Figure 1. Placement by cell class (run 1).
Fill, decap, tap and diode cells in grey.
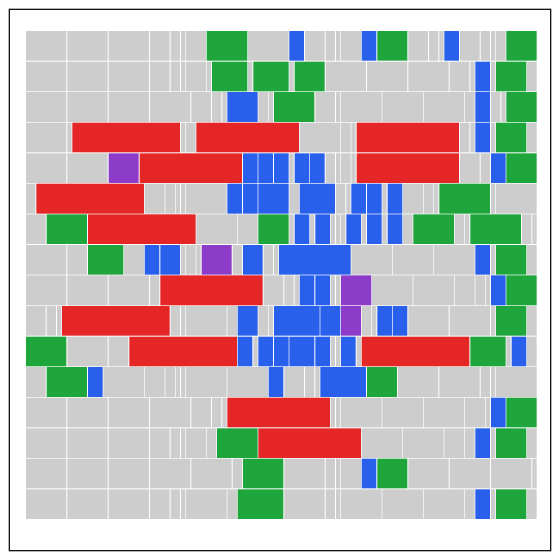
Figure 2. I/O nets highlighted (run 1).
Bar = 10 um.
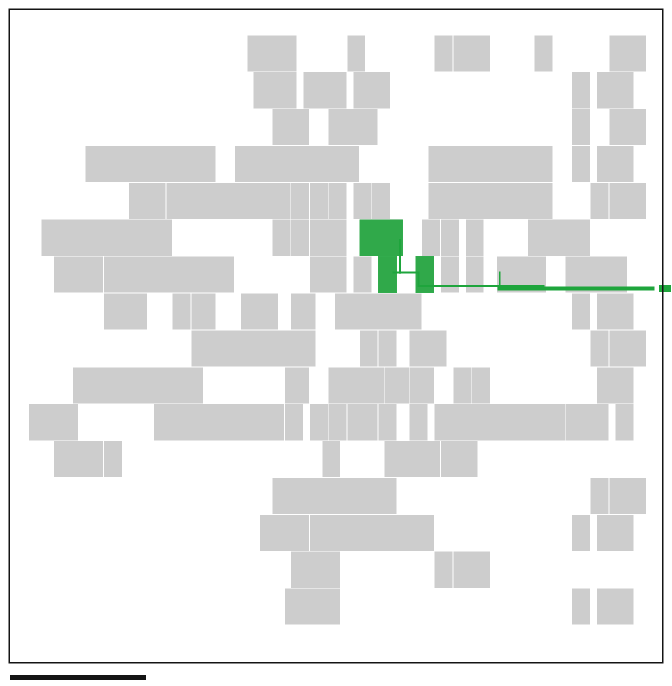
Figure 3. Placement view (run 1).
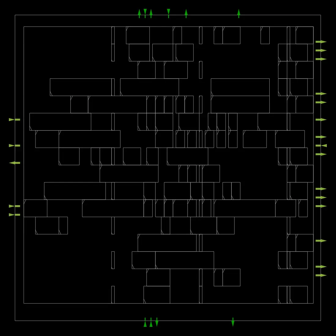
Figure 4. Supply network (run 1).
Bar = 10 um. Pins as bars on the die edge. Tap cells in grey.
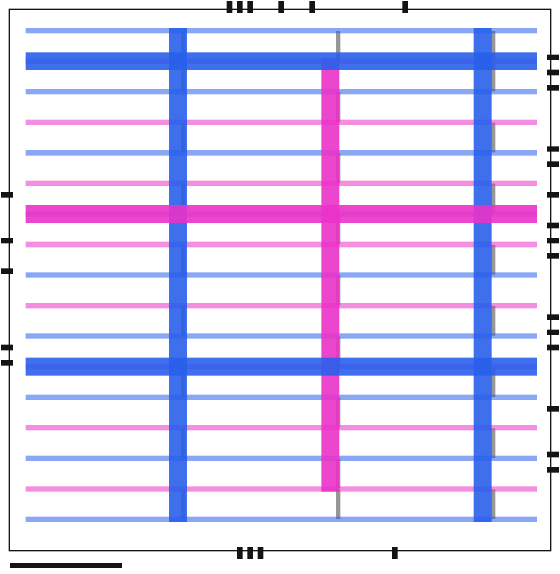
Design interrupt_arbiter, sky130hd; sources not shown.
==> COMMIT_EDITMSG, run 1 <==
Add synthesis and place-and-route results

- Layout Utilization: 45.9%
- Synthesized-area fraction occupied by adder cells: 0%
- The HPWL after detailed placement is 751 um.
* Cells in synth_stat.txt: 67
* Maximum number of pins on one net before global-route repair: 14
* Achievable Freq: 812 MHz
- Final-layout setup total negative slack: 0 ns
* WHS: 0.160 ns
* Worst stage delay on the critical path: 0.37 ns
- Repair and plain buffers: 31
* Unique masters post-synth: 16
* Xor+xnor area frac: 0%
- Worst setup skew after layout: 0.000637 ns
* Maximum fanout along the worst path: 3
- Sum of met2 wire segment lengths after detailed routing: 481 um
- Number of CTS-inserted buffers: 3
* Flop2flop setup slack: 0.16 ns
- For this run, the script counts the antenna cells in the layout as 0.
- The tree is rooted in a sky130_fd_sc_hd__clkbuf_4.
* Crit-path cells: inv_2, nor2_2, clkdlybuf4s15_2
* Outcome: complete, no violations
- Total number of vias: 461
- Last weighted congestion value of the routability-driven placer: 0.670
* All-Layer GR Usage: 9.82%
Back to the opening pictures, Figure 1:
[flops] red | cells: 13
[all other logic] blue | cells: 52
[clock drivers and dummy loads] purple | cells: 4
[other buffers and delay cells] green | cells: 31
fraction of area in registers: 36.6%
number of standard-cell rows in the floorplan: 16
fin area: 910 um^2

Back to the opening pictures, Figure 2:
[brk] green | direction: input | end cells: 3 | buffers: 1 | wire: 26.9 um
Buffers on Ports: 15
io pins: 30

Back to the opening pictures, Figure 3:
FILL cells: 202
FFs & Latches: 13
final cell count without fillers: 127
number of well taps: 27
placeable core region: 1980 um^2

Back to the opening pictures, Figure 4:
[VDD] magenta
[VSS] blue
tap cells: 27
met5 straps: 3
Die Ht: 48.1 um
maximum vdd ir drop: 0.000809 V
x dimension of the die: 48.1 um

[run 1: metal layers]
| layer | vias up | GRT usage (%) |
|---|---|---|
| met5 | - | 0 |
| met4 | 0 | 3.33 |
| met3 | 0 | 5.66 |
| met2 | 24 | 15.7 |
| met1 | 197 | 11.0 |
| li1 | 240 | - |
[run 1: power groups by stage]
stage	Clock (mW)	Sequential [mW]	Combinational, mW
finish	0.243	0.591	0.599
CTS	0.258	0.600	0.578
detailed placement	0	0.616	0.593
global route	0.273	0.608	0.672
floorplan	0	0.643	0.311
global placement	0	0.610	0.590
[run 1: timing repair]
action	in CTS	in global routing
setup buffers	1	1
gates resized	7	2
endpoints found under the setup margin	5	3
## Run 2: what changed since run 1
Settings changed: CORE_MARGIN set to 2, GPL_TIMING_DRIVEN 0 to unset.
==> COMMIT_EDITMSG, run 2 <==
Add synthesis and place-and-route results

* Number of standard-cell rows in the floorplan: 16
* Maximum number of pins on one net before global-route repair: 14
- According to the dpl log, the detail-placed design has an HPWL of 765 um.
* Most congested layer reported by global routing: met2
* M1 GR Usage: 10.1%
- Worst stage delay on the critical path: 0.37 ns
* Sort of element at the start of the critical path: flip-flop
* Crit-path cells: inv_2, nor2_2, dlygate4sd2_1
* Repair and plain buffers: 18
- Final-layout setup total negative slack: 0 ns
- The total area inside the core boundary comes to 1980 um^2.
- The pre-antenna-repair detailed-routing pass consisted of 2 iterations.
- Layout Utilization: 40.6%
- According to the cell report, flip-flops and latches in the layout number 13.
- GR met3 Demand/Resource: 5.76%
* Number of CTS-inserted buffers: 3
- Unique masters post-synth: 16
* Achievable Freq: 826 MHz
- In the final run the clock tree shows a worst skew of 0.00358 ns.
- Looking at the clock tree report, the root buffer type is sky130_fd_sc_hd__clkbuf_4.
- After synthesis, the design contains 67 cells according to Yosys.
- For reference, the top cells by count after synthesis are sky130_fd_sc_hd__nand2_1 (19), sky130_fd_sc_hd__buf_4 (14), sky130_fd_sc_hd__dfrtp_1 (7), sky130_fd_sc_hd__dfstp_2 (6), sky130_fd_sc_hd__inv_1 (4).
- The highest supply drop recorded on VDD is 0.000789 V.
* Maximum fanout along the worst path: 2
* Sum of met2 wire segment lengths after detailed routing: 494 um
* Number of well taps: 27
- WHS: 0.164 ns
- The final route contains 439 vias.
- The flow ran to the end, and the final reports show no timing, DRC or antenna violations.
* Die Ht: 50.1 um
* Fin area: 805 um^2
- In the global route stage, met2 resource usage came out at 15.6%.
- X dimension of the die: 50.1 um
* Flop2flop setup slack: 0.17 ns
run 2: cells by family (layout without fill, tap and decap cells):
| group | Yosys count | count (layout) | share of synthesized area, % |
|---|---|---|---|
| simple gates | 28 | 28 | 22.8 |
| buf+inv | 20 | 28 | 20.0 |
| other cells | 2 | 14 | 1.18 |
| flops | 13 | 13 | 52.3 |
| compound gates | 4 | 4 | 3.73 |
run 2: report_power, final:
group / leakage, nW / internal, mW / switching, mW / total (mW)
registers: 0.150 / 0.530 / 0.0683 / 0.598
clock network: 0.0150 / 0.119 / 0.120 / 0.239
logic: 0.249 / 0.277 / 0.314 / 0.591
total: 0.414 / 0.926 / 0.502 / 1.43
run 2: timing repair:
item | CTS | global route
setup endpoints to repair | 6 | 1
setup buffers | 1 | 0
gates resized | 6 | 1
gates cloned | 0 | 0
Figure 5. I/O nets highlighted (run 2).
Bar = 20 um.
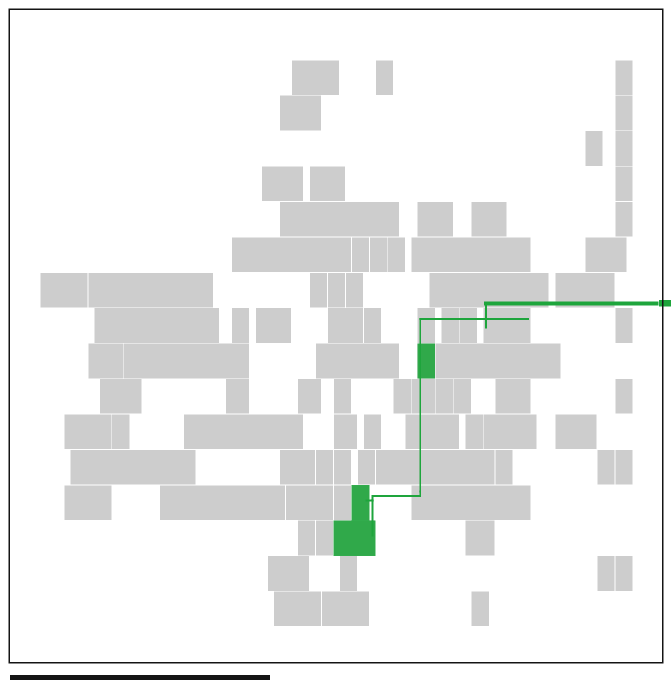
[brk] green | direction: input | end cells: 3 | buffers: 1 | wire: 44.1 um

Figure 6. Placement view (run 2).
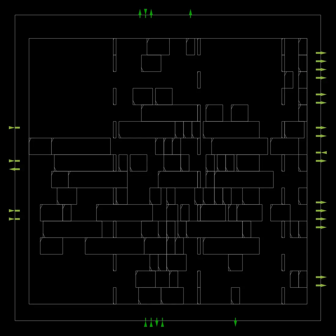
fraction of area in registers: 41.4%
final cell count without fillers: 114
FILL cells: 204

Power and IR drop assume default switching activity.
